`src/rtl/pen_pkg.sv`:
```
// Shared types for the pen-plotter coordinate path: point record, FSM states
// and the reserved terminator coordinate.
package pen_pkg;

  localparam int COORD_W    = 9;
  localparam int COORD_TERM = 511;

  typedef struct packed {
    logic               down;
    logic [COORD_W-1:0] x;
    logic [COORD_W-1:0] y;
  } coord_pt_t;

  typedef enum logic [2:0] {
    IDLE,
    WAIT_REQ,
    FETCH,
    SEND,
    FINISH
  } state_t;

endpackage

```
`src/rtl/coord_feeder_if.sv`:
```
// Host/motor-side bundle for coord_feeder: host writes and session control in,
// held coordinate, strobe and status out.
interface coord_feeder_if #(
  parameter int DEPTH = 64
);
  import pen_pkg::*;

  localparam int CNT_W = $clog2(DEPTH) + 1;

  logic               i_start;
  logic               i_wr_en;
  logic [COORD_W-1:0] i_wr_x;
  logic [COORD_W-1:0] i_wr_y;
  logic               i_wr_down;
  logic               i_end;
  logic               i_request;
  logic [COORD_W-1:0] o_coord_x;
  logic [COORD_W-1:0] o_coord_y;
  logic               o_down;
  logic               o_done;
  logic               o_busy;
  logic [CNT_W-1:0]   o_count;
  logic               o_overflow;

  modport master (
    output i_start, i_wr_en, i_wr_x, i_wr_y, i_wr_down, i_end, i_request,
    input  o_coord_x, o_coord_y, o_down, o_done, o_busy, o_count, o_overflow
  );

  modport slave (
    input  i_start, i_wr_en, i_wr_x, i_wr_y, i_wr_down, i_end, i_request,
    output o_coord_x, o_coord_y, o_down, o_done, o_busy, o_count, o_overflow
  );

endinterface

```
`src/rtl/coord_fifo.sv`:
```
// Single-clock point FIFO with registered read data; a write while full is
// accepted only when a pop happens in the same cycle.
module coord_fifo
  import pen_pkg::*;
#(
  parameter int DEPTH = 64
) (
  input  logic                   i_clock,
  input  logic                   i_rst,
  input  logic                   i_wr,
  input  coord_pt_t              i_wr_data,
  input  logic                   i_rd,
  output coord_pt_t              o_rd_data,
  output logic                   o_full,
  output logic                   o_empty,
  output logic [$clog2(DEPTH):0] o_count
);

  localparam int AW = $clog2(DEPTH);

  coord_pt_t         mem [DEPTH];
  logic [AW-1:0]     wr_ptr;
  logic [AW-1:0]     rd_ptr;
  logic [AW:0]       count;
  logic              rd_ok;
  logic              wr_ok;

  assign o_full  = (count == (AW+1)'(DEPTH));
  assign o_empty = (count == '0);
  assign o_count = count;
  assign rd_ok   = i_rd && !o_empty;
  assign wr_ok   = i_wr && (!o_full || rd_ok);

  always_ff @(posedge i_clock or posedge i_rst) begin
    if (i_rst) begin
      wr_ptr    <= '0;
      rd_ptr    <= '0;
      count     <= '0;
      o_rd_data <= '0;
    end else begin
      if (wr_ok) wr_ptr <= wr_ptr + AW'(1);
      if (rd_ok) begin
        rd_ptr    <= rd_ptr + AW'(1);
        o_rd_data <= mem[rd_ptr];
      end
      case ({wr_ok, rd_ok})
        2'b10:   count <= count + (AW+1)'(1);
        2'b01:   count <= count - (AW+1)'(1);
        default: count <= count;
      endcase
    end
  end

  // Storage carries no reset; the pointers alone define what is valid.
  always_ff @(posedge i_clock) begin
    if (wr_ok) mem[wr_ptr] <= i_wr_data;
  end

endmodule

```
`src/rtl/coord_feeder.sv`:
```
// Buffers host path points and hands them one per request to the motor
// controller, closing a session with a TERM/TERM point. Option: COORD_FEEDER_DEDUP_EN.
module coord_feeder
  import pen_pkg::*;
#(
  parameter int DEPTH = 64,
  parameter int TERM  = COORD_TERM
) (
  input logic           i_clock,
  input logic           i_rst,
  coord_feeder_if.slave bus
);

  localparam logic [COORD_W-1:0] TERM_V = TERM[COORD_W-1:0];

  state_t    state;
  state_t    state_next;
  logic      pending;
  logic      end_flag;
  logic      pop;
  logic      req_eff;
  logic      is_term;
  logic      is_dup;
  logic      wr_req;
  logic      wr_accept;
  logic      fifo_full;
  logic      fifo_empty;
  coord_pt_t wr_pt;
  coord_pt_t rd_pt;

  assign wr_pt     = '{down: bus.i_wr_down, x: bus.i_wr_x, y: bus.i_wr_y};
  assign is_term   = (bus.i_wr_x == TERM_V) && (bus.i_wr_y == TERM_V);
  assign wr_req    = bus.i_wr_en && !is_term && !is_dup;
  assign wr_accept = wr_req && (!fifo_full || pop);
  assign req_eff   = pending || bus.i_request;

`ifdef COORD_FEEDER_DEDUP_EN
  coord_pt_t last_pt;
  logic      last_vld;

  assign is_dup = last_vld && (last_pt == wr_pt);

  // Remembers the last enqueued point so an immediate repeat is swallowed.
  always_ff @(posedge i_clock or posedge i_rst) begin
    if (i_rst) begin
      last_pt  <= '0;
      last_vld <= 1'b0;
    end else if (wr_accept) begin
      last_pt  <= wr_pt;
      last_vld <= 1'b1;
    end else if (state == FINISH) begin
      last_vld <= 1'b0;
    end
  end
`else
  assign is_dup = 1'b0;
`endif

  coord_fifo #(
    .DEPTH (DEPTH)
  ) u_fifo (
    .i_clock   (i_clock),
    .i_rst     (i_rst),
    .i_wr      (wr_req),
    .i_wr_data (wr_pt),
    .i_rd      (pop),
    .o_rd_data (rd_pt),
    .o_full    (fifo_full),
    .o_empty   (fifo_empty),
    .o_count   (bus.o_count)
  );

  always_ff @(posedge i_clock or posedge i_rst) begin
    if (i_rst) state <= IDLE;
    else       state <= state_next;
  end

  // A live request is served in the same cycle so data strobes two cycles later.
  always_comb begin
    state_next = state;
    pop        = 1'b0;
    case (state)
      IDLE:     if (bus.i_start) state_next = WAIT_REQ;
      WAIT_REQ: begin
        if (req_eff) begin
          if (!fifo_empty) begin
            pop        = 1'b1;
            state_next = FETCH;
          end else if (end_flag) begin
            state_next = FINISH;
          end
        end
      end
      FETCH:    state_next = SEND;
      SEND:     state_next = WAIT_REQ;
      FINISH:   state_next = IDLE;
      default:  state_next = IDLE;
    endcase
  end

  always_ff @(posedge i_clock or posedge i_rst) begin
    if (i_rst) begin
      pending        <= 1'b0;
      end_flag       <= 1'b0;
      bus.o_overflow <= 1'b0;
    end else begin
      pending <= (state == WAIT_REQ) && req_eff && fifo_empty && !end_flag;
      if (bus.i_end)           end_flag <= 1'b1;
      else if (state == FINISH) end_flag <= 1'b0;
      if (wr_req && fifo_full && !pop) bus.o_overflow <= 1'b1;
    end
  end

  // The TERM point is loaded on entry to FINISH so it is valid with the strobe.
  always_ff @(posedge i_clock or posedge i_rst) begin
    if (i_rst) begin
      bus.o_coord_x <= '0;
      bus.o_coord_y <= '0;
      bus.o_down    <= 1'b0;
    end else if (state == FETCH) begin
      bus.o_coord_x <= rd_pt.x;
      bus.o_coord_y <= rd_pt.y;
      bus.o_down    <= rd_pt.down;
    end else if (state == WAIT_REQ && state_next == FINISH) begin
      bus.o_coord_x <= TERM_V;
      bus.o_coord_y <= TERM_V;
      bus.o_down    <= 1'b0;
    end
  end

  assign bus.o_done = (state == SEND) || (state == FINISH);
  assign bus.o_busy = (state != IDLE);

endmodule

```
`src/flat_wrapper.sv`:
```
// flat-port wrapper written by rule: the top's interface ports become plain ports
module coord_feeder_flat import pen_pkg::*;
#(
  parameter int DEPTH = 64,
  parameter int TERM  = COORD_TERM
)
  (i_clock, i_rst, bus_i_start, bus_i_wr_en, bus_i_wr_x, bus_i_wr_y, bus_i_wr_down, bus_i_end, bus_i_request, bus_o_coord_x, bus_o_coord_y, bus_o_down, bus_o_done, bus_o_busy, bus_o_count, bus_o_overflow);
  coord_feeder_if #(.DEPTH(DEPTH)) bus_i ();
  input logic i_clock;
  input logic i_rst;
  input wire logic [$bits(bus_i.i_start)-1:0] bus_i_start;
  input wire logic [$bits(bus_i.i_wr_en)-1:0] bus_i_wr_en;
  input wire logic [$bits(bus_i.i_wr_x)-1:0] bus_i_wr_x;
  input wire logic [$bits(bus_i.i_wr_y)-1:0] bus_i_wr_y;
  input wire logic [$bits(bus_i.i_wr_down)-1:0] bus_i_wr_down;
  input wire logic [$bits(bus_i.i_end)-1:0] bus_i_end;
  input wire logic [$bits(bus_i.i_request)-1:0] bus_i_request;
  output wire logic [$bits(bus_i.o_coord_x)-1:0] bus_o_coord_x;
  output wire logic [$bits(bus_i.o_coord_y)-1:0] bus_o_coord_y;
  output wire logic [$bits(bus_i.o_down)-1:0] bus_o_down;
  output wire logic [$bits(bus_i.o_done)-1:0] bus_o_done;
  output wire logic [$bits(bus_i.o_busy)-1:0] bus_o_busy;
  output wire logic [$bits(bus_i.o_count)-1:0] bus_o_count;
  output wire logic [$bits(bus_i.o_overflow)-1:0] bus_o_overflow;
  assign bus_i.i_start = bus_i_start;
  assign bus_i.i_wr_en = bus_i_wr_en;
  assign bus_i.i_wr_x = bus_i_wr_x;
  assign bus_i.i_wr_y = bus_i_wr_y;
  assign bus_i.i_wr_down = bus_i_wr_down;
  assign bus_i.i_end = bus_i_end;
  assign bus_i.i_request = bus_i_request;
  assign bus_o_coord_x = bus_i.o_coord_x;
  assign bus_o_coord_y = bus_i.o_coord_y;
  assign bus_o_down = bus_i.o_down;
  assign bus_o_done = bus_i.o_done;
  assign bus_o_busy = bus_i.o_busy;
  assign bus_o_count = bus_i.o_count;
  assign bus_o_overflow = bus_i.o_overflow;
  coord_feeder #(.DEPTH(DEPTH), .TERM(TERM)) u_core (.i_clock(i_clock), .i_rst(i_rst), .bus(bus_i));
endmodule
```
`config.mk`:
```
export PLATFORM = sky130hd
export DESIGN_NAME = coord_feeder_flat
export DESIGN_NICKNAME = d
export VERILOG_FILES = /design/src/rtl/pen_pkg.sv /design/src/rtl/coord_feeder_if.sv /design/src/rtl/coord_fifo.sv /design/src/rtl/coord_feeder.sv /design/src/flat_wrapper.sv
export SDC_FILE = /design/constraint.sdc
export NUM_CORES = 1
export LEC_CHECK = 0
export CORE_ASPECT_RATIO = 1.1
export CORE_MARGIN = 5
export CORE_UTILIZATION = 40
export DETAILED_ROUTE_END_ITERATION = 10
export PLACE_DENSITY = 0.62
export SLEW_MARGIN = 20
export SYNTH_ARGS = -nofsm -noshare
export SYNTH_HDL_FRONTEND = slang
export SYNTH_HIERARCHICAL = 1
export SYNTH_SLANG_ARGS = --single-unit
```
`constraint.sdc`:
```
create_clock -name i_clock -period 4 [get_ports i_clock]
set_input_delay 0.8 -clock i_clock [delete_from_list [all_inputs] [get_ports i_clock]]
set_output_delay 0.8 -clock i_clock [all_outputs]
set_load 0.05 [all_outputs]
```
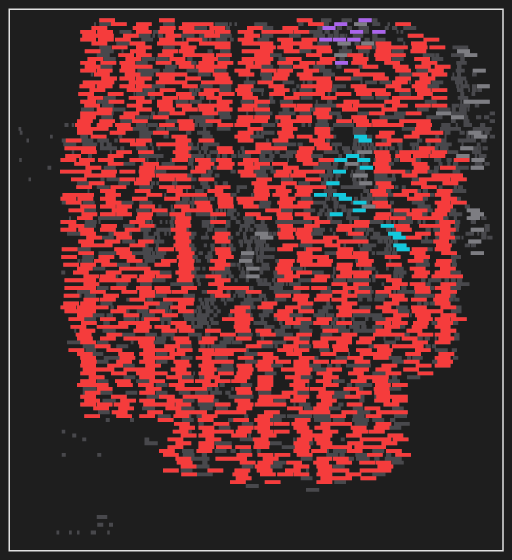
run_1/registers.png
Other sequential cells in the stronger grey, the rest of the logic in the fainter grey.
legend:
  purple:
    signal: `u_core/bus.o_coord_y`
    sequential_cells: 9
  cyan:
    signal: `u_core/u_fifo/o_rd_data`
    sequential_cells: 19
  red:
    signal: `u_core/u_fifo/mem`
    sequential_cells: 1216
    where: spread over the die
not coloured: 35

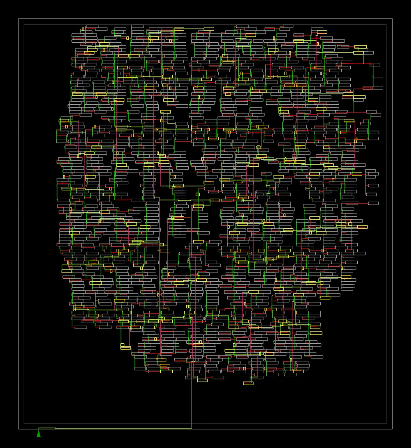
run_1/final_clocks.png
Worst-Skew Late Latency: 0.73 ns
CTS buffer count: 130
Power Clock: 11.6 mW
Num Clock Sinks: 1279

==> GITHUB_STEP_SUMMARY, run 1 <==
### Flow metrics

| Metric | Value |
|---|---|
| Placed cell count | `4066` |
| Slowest cell on crit path | `or4_4` |
| Tool Warnings | `27` |
| Tot Pwr | `38.2 mW` |
| Sequential power share | `42.2%` |
| Vias in the first global route | `24.9k` |
| Global Route Usage Sum | `19.3%` |
| Status | `complete, no violations` |
| Top Layout Cells | `1216 x edfxtp_1, 247 x mux4_2, 188 x mux2i_1` |
| YS chip area | `49400 µm²` |
| PwrDens | `661 nW/µm²` |
| Post-DP HPWL | `78.0 mm` |
| Floorplan utilization | `40.1%` |
| Vias per cell | `5.65` |
| First-pass GRT wire length | `179 mm` |
| Post-synth seq share | `77.2%` |
| Crit path DRT | `4.47 ns` |
| Number of cells in Yosys stat | `2318` |
| Clock root cell | `clkbuf_16` |
| Worst-path cell chain | `or4_4 -> or2_2 -> nor2_1 -> or2_2 -> inv_1 -> o41a_1 -> and2_4 -> nand3_1 -> buf_4 -> nor2_2 -> buf_12` |
| WP data arrival | `4.01 ns` |
| Area growth from synthesis to layout | `16.9%` |
| Yosys warns | `6` |
| EDFF count, synth | `1216` |
| Endpoint class of the critical path | `register` |
| Core area | `123000 µm²` |
| Setup CP Type | `reg -> reg` |
| Net Sw Power | `11.7 mW` |
| Slew HR | `33.1%` |
| Most numerous logic cell after layout | `edfxtp_1` |
| Delay-heaviest family, CP | `simple AND/OR/NAND/NOR gates` |
| Initial DRC count | `2853` |
| CP startpoint | `u_core/u_fifo/o_count[2]` |
| Most used cell along the critical path | `or2_2` |
| Static leakage | `18.4 nW` |
| Routed WL per cell | `29.0 µm` |
| Clock share of power | `30.5%` |
| Reg2reg start | `u_core/u_fifo/o_count[2]` |
| Post-route DRC | `0` |
| Post-Syn Area | `49400 µm²` |
| Post-route minimum period | `3.54 ns` |
| Post-DRT Antenna Nets | `0` |
| Max IR drop VDD | `0.000454 V` |
| Power Internal | `26.5 mW` |
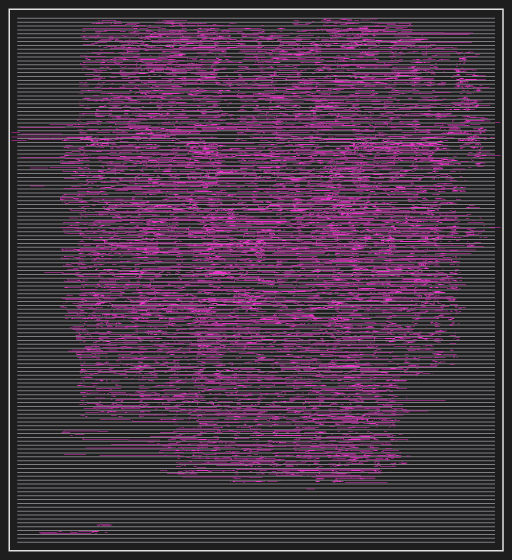
run_1/met1.png
Supply wires on this layer in grey.
nets with wire on the layer: 2503
main direction: horizontal
share of all routed wire: 39%
longest straight run: 92.0 µm
met1 Usage GRT: 25.9%
drt total wl: 125 mm
DR vias: 24.3k

run 1: through the flow:
| step | instance area, µm² | setup TNS (ns) |
|---|---|---|
| after global placement | 53600 | -75.53 |
| after floorplan | 49400 | 0 |
| final | 57700 | 0 |
| after detailed placement | 53600 | -101.62 |
| after CTS | 57700 | 0 |
| after global routing | 57700 | 0 |
run 1: final cells by class:
class                      instances  area [µm²]  area share [%]
tap                             1644        2060            3.57
clock buffer                     165        3490            6.05
timing repair buffer             234        2740            4.74
multi-input combinational        897       10700            18.5
sequential                      1279       38100            66.1
antenna                            1        2.50         0.00434
clock inverter                    72         606            1.05
inverter                          12        45.0          0.0781
run 1: power groups by stage:
stage	Clock (mW)	Sequential [mW]	Combinational [mW]
after CTS	11.8	16.1	10.5
after detailed placement	0	16.4	10.5
after global routing	12.5	16.2	11.0
after global placement	0	16.3	10.4
after floorplan	0	16.3	6.61
final	11.6	16.1	10.4
run 1: worst reg2reg max path, delay by kind of cell, from the launching register on:
family	cells	cell delay, ns
and+or+nand+nor	7	1.75
AOI/OAI and AO/OA	1	0.60
buffers and inverters	3	0.49
DFF	1	0.43
run 1: Yosys cell counts (all sizes together) (13+ instances only):
cell type	n	area, µm²
a221o	18	180
a21oi	28	140
o31a	17	149
mux4	247	5560
clkbuf	40	150
nand2	42	184
dfrtp	63	1580
o22ai	54	338
o221ai	21	184
buf	90	599
a221oi	18	158
o21ai	42	221
o22a	18	180
nor2	79	297
mux2i	188	1880
edfxtp	1216	36500
a211oi	37	293
xnor2	13	114
run 1: final timing paths:
kind,cells after the start,slack [ns],to
min in group asynchronous,2,0.51,u_core/bus.o_coord_y[5]
worst max register to register,11,0.46,u_core/u_fifo/mem[47][10]
worst min register to register,1,0.49,u_core/bus.o_overflow
worst min-delay path,1,0.46,u_core/u_fifo/mem[10][16]
worst max-delay path,11,0.46,u_core/u_fifo/mem[47][10]
max in group asynchronous,2,2.58,u_core/u_fifo/rd_ptr[2]
run 1: sequential cells by signal, summed over array words and instances (netlist names):
register / flops
u_core/end_flag: 1
u_core/bus.o_coord_x: 9
u_core/u_fifo/mem: 1216
u_core/u_fifo/wr_ptr: 6
u_core/bus.o_down: 1
u_core/bus.o_coord_y: 9
u_core/u_fifo/o_rd_data: 19
u_core/bus.o_overflow: 1
u_core/u_fifo/rd_ptr: 6
u_core/state: 3
u_core/pending: 1
u_core/u_fifo/o_count: 7
run 1: cells by family after synthesis:
| group | synth area share, % |
|---|---|
| AOI/OAI and AO/OA | 3.99 |
| xor gates and xnor gates | 0.266 |
| adders and majority gates | 0.218 |
| buffers and inverters | 1.61 |
| DFF | 77.2 |
| muxes | 15.1 |
| and+or+nand+nor | 1.63 |
run 1: layer usage:
layer / share of wire (%) / GRT usage [%] / routed length (µm) / vias up
li1: - / - / - / 10207
met1: 39 / 25.9 / 48500 / 12825
met2: 49 / 31.5 / 61700 / 1089
met3: 7.4 / 3.13 / 9250 / 198
met4: 4.3 / 7.99 / 5360 / 2
met5: 0.014 / 0 / 18 / -
==> run 2: changes to the inputs <==
- ABC_CLOCK_PERIOD_IN_PS: unset -> 4000
- CORE_UTILIZATION: 40 -> 30
- CTS_BUF_LIST: unset -> sky130_fd_sc_hd__clkbuf_2
- PLACE_DENSITY: 0.62 -> 0.51
==> run 2 against run 1 <==
Compared with the run above:
- hold slack got worse by 0.23 ns
- final cell count rose by 20%
- register-to-register slack got worse by 0.08 ns
- sequential share of layout area rose by 0.24 points
- synthesized cell count did not move
- die size rose by 32%
- non-clock buffer count rose by 48
- clock skew rose by 0.093 ns
- global-route usage fell by 4.0 points
- sequential power barely moved
- first-iteration DRC count fell by 15%
- highest routed layer is now met4
==> GITHUB_STEP_SUMMARY, run 2 <==
### Flow metrics

| Metric | Value |
|---|---|
| Status | `complete, no violations` |
| Routed WL per cell | `25.9 µm (-11%)` |
| Top-count cell post-synth | `edfxtp_1` |
| PwrDens | `611 nW/µm² (-7.7%)` |
| Vias in the first global route | `26.5k (+6.4%)` |
| Biggest regs | `u_core/u_fifo/mem: 1216 flops, u_core/u_fifo/o_rd_data: 19 flops` |
| CP startpoint | `u_core/state[0]` |
| Worst-Skew Late Latency | `1.57 ns (+0.84 ns)` |
| YS chip area | `49400 µm² (unchanged)` |
| Post-DRT Antenna Nets | `0 (unchanged)` |
| Max reg flops | `1216 (unchanged)` |
| CTS buffer count | `344 (+160%)` |
| Most numerous logic cell after layout | `edfxtp_1` |
| Max IR drop VDD | `0.000363 V (-20%)` |
| Post-Syn Area | `49400 µm² (unchanged)` |
| Initial DRC count | `2428 (-15%)` |
| Post-route DRC | `0 (unchanged)` |
| Number of cells in Yosys stat | `2318 (unchanged)` |
| Slew HR | `28.7% (-4.4 points)` |
| WP data arrival | `2.92 ns (-1.09 ns)` |
| Reg2reg start | `u_core/u_fifo/o_count[3]` |
| Synth top area share | `74.0% (unchanged)` |
| Synth top cells by count | `1216 x edfxtp_1, 247 x mux4_2, 188 x mux2i_1` |
| Crit path DRT | `3.20 ns (-1.27 ns)` |
| Post-route minimum period | `3.72 ns (+0.186 ns)` |
| Slowest cell on crit path | `or3_2` |
| Post-DP HPWL | `82.2 mm (+5.4%)` |
| Static leakage | `18.9 nW (+2.4%)` |
| Setup CP Type | `reg -> out` |
| Post-synth seq share | `77.2% (unchanged)` |
| Main area contributors | `edfxtp_1 74%, mux4_2 11%, mux2i_1 3.8%` |
| Clock root cell | `clkbuf_2` |
| Reg area | `38100 µm² (unchanged)` |
| Area growth from synthesis to layout | `16.4%` |
| Comb. cell area | `10700 µm² (unchanged)` |
| Top reg by flops | `u_core/u_fifo/mem` |
| Placed cell count | `4575 (+13%)` |
| Global Route Usage Sum | `15.3% (-4.0 points)` |
| Endpoint class of the critical path | `output pin` |
| Delay-heaviest family, CP | `simple AND/OR/NAND/NOR gates` |
-- run 2: cell counts after synthesis --
Identical to the previous run, type by type.
-- run 2: through the flow --
stage	utilization [%]	hold slack, ns	power, mW	area (µm²)
after floorplan	-	0.456	22.9	49400
after global placement	33.2	0.479	27.1	54400
after detailed placement	33.2	0.489	27.2	54400
after CTS	35.0	0.00545	35.7	57500
after global routing	35.0	0.0837	36.9	57500
final	35.1	0.229	35.1	57500
-- run 2: cell families (layout without fill, tap and decap cells) --
group                      count (synthesis)  count (layout)  share of synthesized area, %
xor gates and xnor gates                  15              15                         0.266
buffers and inverters                    142             864                          1.61
muxes                                    437             437                          15.1
other                                      0               8                             0
and+or+nand+nor                          168             168                          1.63
adders and majority gates                  8               8                         0.218
AOI/OAI and AO/OA                        269             269                          3.99
DFF                                     1279            1279                          77.2
-- run 2: metal layers --
| metal | track usage [%] | wire length (µm) | up-vias |
|---|---|---|---|
| met5 | 0 | 0 | - |
| met2 | 24.5 | 65200 | 1004 |
| li1 | - | - | 10943 |
| met3 | 3.46 | 9500 | 152 |
| met4 | 5.10 | 3120 | 0 |
| met1 | 20.7 | 56300 | 13446 |
-- run 2: timing repair --
item | in CTS | in global routing
hold buffers | 28 | 0
hold endpoints to repair | 978 | 0
setup endpoints to repair | 2 | 0
gates resized | 2 | 0
-- run 2: cell type report --
type,count,share of cell area [%]
Antenna cell,8,0.0348
Clock buffer,496,4.32
Clock inverter,74,0.516
Inverter,12,0.0784
Multi-Input combinational cell,897,18.5
Sequential cell,1279,66.3
Tap cell,2133,4.64
Timing Repair Buffer,282,5.59
-- run 2: path summary, 6_finish.rpt --
kind,slack (ns),depth (start not counted),end
min reg2reg,0.50,1,u_core/bus.o_coord_x[4]
max in group asynchronous,3.24,4,u_core/u_fifo/rd_ptr[1]
min in group i_clock,0.28,3,u_core/u_fifo/mem[40][8]
min,0.23,3,u_core/state[0]
max reg2reg,0.38,12,u_core/u_fifo/mem[48][1]
max,0.28,2,bus_o_busy
-- run 2: where the power goes --
group	internal, mW	switching (mW)	total (mW)
clock	3.27	5.08	8.36
combinational	4.52	6.25	10.8
sequential	15.4	0.599	16.0
total	23.2	11.9	35.1
-- run 2: worst reg2reg max path: stages, from the launching register on --
cell and delay, ns:
dfrtp_1 0.44, or4_4 0.58, or2_2 0.31, nor2_1 0.15, or2_2 0.15, inv_1 0.05, buf_4 0.14, o41a_1 0.56
nor2b_1 0.25, nand2_1 0.18, buf_4 0.21, nor2_2 0.07, buf_12 0.18
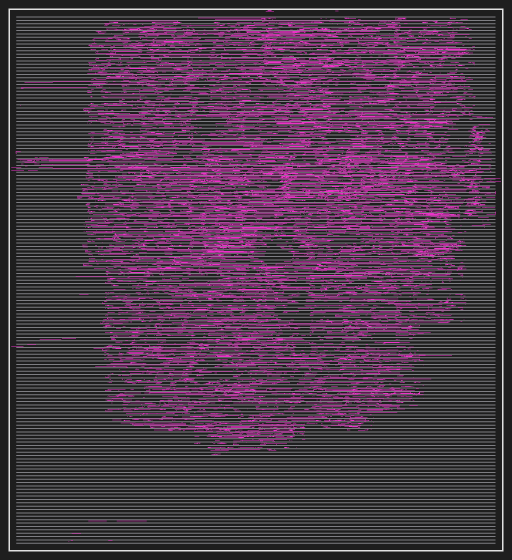
run_2/met1.png
Supply wires on this layer in grey.
longest straight run: 125 µm
main direction: horizontal
nets with wire on the layer: 2767
wire length on this layer: 56.3 mm
met1 Usage GRT: 20.7%
drt total wl: 134 mm
DR vias: 25.5k

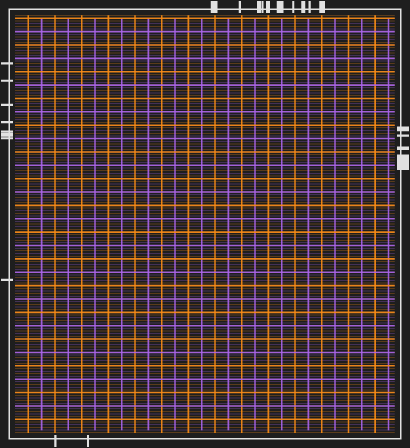
run_2/pdn.png
Pins as bars on the die edge.
legend:
  orange:
    net: VSS
  purple:
    net: VDD
rows: 156
signal pins: 54

==> run 3: changes to the inputs <==
- CAP_MARGIN: unset -> 20
- CORE_ASPECT_RATIO: 1.1 -> unset
==> run 3 against run 2 <==
Compared with the run above:
- core utilization fell by 0.17 points
- via count fell by 0.19%
- first-iteration DRC count rose by 9.8%
- synthesized cell count did not move
- critical path type is now reg -> reg
==> GITHUB_STEP_SUMMARY, run 3 <==
### Flow metrics

| Metric | Value |
|---|---|
| Status | `complete, no violations` |
| Post-DRT Antenna Nets | `0 (unchanged)` |
| Tot Pwr | `35.1 mW (-0.12%)` |
| Global Route Usage Sum | `15.4% (+0.10 points)` |
| Synth top cells by count | `1216 x edfxtp_1, 247 x mux4_2, 188 x mux2i_1` |
| Post-Syn Area | `49400 µm² (unchanged)` |
| Max IR drop VDD | `0.000492 V (+35%)` |
| Die Ht | `416 µm` |
| Power Internal | `23.0 mW (-0.62%)` |
| WP data arrival | `5.10 ns (+2.18 ns)` |
| Crit path DRT | `5.26 ns (+2.06 ns)` |
| Net Sw Power | `12.0 mW (+0.84%)` |
| Setup CP Type | `reg -> reg` |
| Crit-path max FO | `13` |
| Post-DP HPWL | `82.8 mm (+0.75%)` |
| Area growth from synthesis to layout | `15.3%` |
| Post-synth seq share | `77.2% (unchanged)` |
| Main area contributors | `edfxtp_1 74%, mux4_2 11%, mux2i_1 3.8%` |
| Final hold slack | `0.213 ns (-0.0157 ns)` |
| Post-synth ARST share | `4.93%` |
| Post-route DRC | `0 (unchanged)` |
| Vias in the first global route | `26.6k (+0.10%)` |
| DP Area | `53700 µm² (-1.2%)` |
| Final core occ | `34.9% (-0.17 points)` |
| Max reg flops | `1216 (unchanged)` |
| Top reg by flops | `u_core/u_fifo/mem` |
| Post-Synthesis Cells | `2318` |
| Sw Share | `34.3% (+0.33 points)` |
| Placed cell count | `4576 (+0.022%)` |
| YS chip area | `49400 µm² (unchanged)` |
| Number of port buffers | `53` |
| Clock root cell | `clkbuf_2` |
| Routed WL per cell | `26.4 µm (+1.9%)` |
| Slew at the pin closest to its max-slew limit | `1.10 ns` |
| Comb pwr share | `30.5% (-0.2 points)` |
| PwrDens | `616 nW/µm² (+0.86%)` |
| Biggest regs | `u_core/u_fifo/mem: 1216 flops, u_core/u_fifo/o_rd_data: 19 flops` |
| Static leakage | `18.5 nW (-2.1%)` |
| Top-count cell post-synth | `edfxtp_1` |
| Post-route minimum period | `3.85 ns (+0.123 ns)` |
| Endpoint class of the critical path | `register` |
| Most numerous logic cell after layout | `edfxtp_1` |
| Sequential power share | `45.6% (about the same)` |
| Setup WS pre-CTS | `-0.974 ns` |
| Final instance area | `56900 µm² (-0.97%)` |
| Clock share of power | `23.9% (about the same)` |
| Synth top area share | `74.0% (unchanged)` |
| Slew HR | `26.8% (-1.9 points)` |
| Post-CTS Setup Bufs | `0` |
## run 3: cell counts after synthesis
Identical to the previous run, type by type.
## run 3: area by class of cell
type,instances,area (µm²)
fillers,15312,106000
diodes,11,27.5
clock buffers,454,2270
clock inverters,87,450
multi-input cells,897,10800
flip-flops and latches,1279,38100
well taps,2175,2720
repair buffers,240,2490
inverters,12,46.3
## run 3: worst paths after layout
kind | from | end | slack [ns] | cells past startpoint
max in group asynchronous | i_rst | u_core/u_fifo/rd_ptr[0] | 3.06 | 3
setup reg to reg | u_core/u_fifo/o_count[2] | u_core/u_fifo/mem[22][14] | 0.15 | 11
setup / recovery | u_core/u_fifo/o_count[2] | u_core/u_fifo/mem[22][14] | 0.15 | 11
min in group i_clock | bus_i_wr_x[6] | u_core/u_fifo/mem[29][15] | 0.33 | 3
hold reg to reg | u_core/bus.o_coord_x[2] | u_core/bus.o_coord_x[2] | 0.51 | 1
hold / removal | i_rst | u_core/bus.o_coord_x[4] | 0.21 | 3
## run 3: logic make-up (layout without fill, tap and decap cells)
| logic type | count (synthesis) | count (layout) | synth area share, % |
|---|---|---|---|
| compound gates | 269 | 269 | 3.99 |
| xor+xnor | 15 | 15 | 0.266 |
| fa+ha+maj | 8 | 8 | 0.218 |
| buf+inv | 142 | 793 | 1.61 |
| flops | 1279 | 1279 | 77.2 |
| mux | 437 | 437 | 15.1 |
| other cells | 0 | 11 | 0 |
| simple gates | 168 | 168 | 1.63 |
## run 3: layer usage
metal	GRT usage, %	up-vias	routed length, µm
met3	4.02	207	10200
met2	24.6	1027	65600
met5	0	-	0
li1	-	10800	-
met4	5.43	0	3800
met1	20.4	13463	56300
## run 3: critical path, cell delays in order (launching register included)
cell,delay [ns]
dfrtp_1,0.43
or4_4,0.59
or2_2,0.31
nor2_1,0.18
or2_2,0.17
inv_1,0.09
o41a_2,0.62
and2_4,0.23
nand2_1,0.26
buf_4,0.24
nor2_2,0.13
buf_8,0.24
## run 3: timing repair
item,CTS,global route
hold buffers,27,0
gates resized,23,5
endpoints found under the setup margin,327,70
pin swaps,0,0
hold endpoints to repair,1027,0
## run 3: power groups by stage
stage | combinational [mW] | clock (mW) | sequential [mW]
floorplan | 6.61 | 0 | 16.3
global placement | 10.7 | 0 | 16.3
detailed placement | 10.7 | 0 | 16.3
CTS | 10.8 | 8.70 | 16.0
global route | 11.3 | 9.40 | 16.0
finish | 10.7 | 8.38 | 16.0
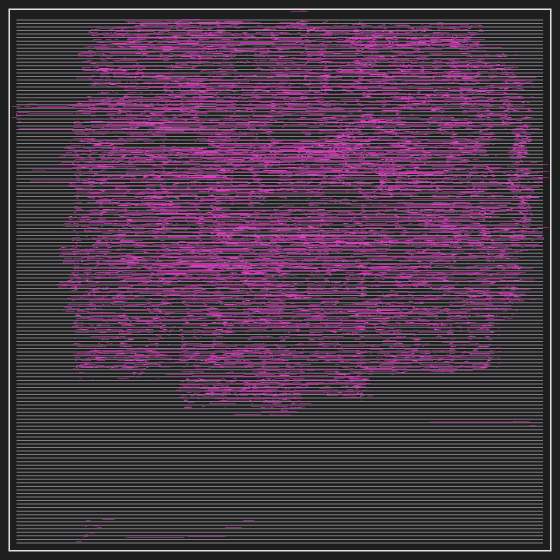
run_3/met1.png
Supply wires on this layer in grey.
nets with wire on the layer: 2701
longest straight run: 123 µm
wire length on this layer: 56.3 mm
DR vias: 25.5k
drt total wl: 136 mm

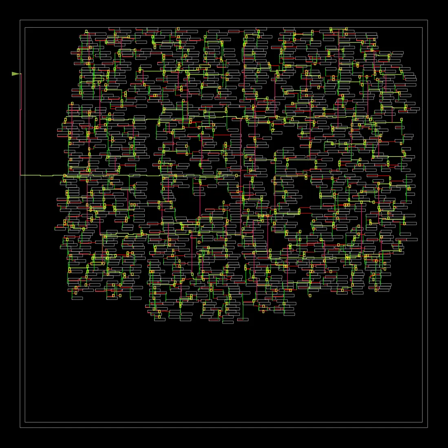
run_3/final_clocks.png
CTS buffer count: 328
Worst-Skew Late Latency: 1.59 ns
flip-flops: 1279
Power Clock: 8.38 mW
Setup Skew: 0.102 ns

Power is estimated from default activity; no workload was simulated.
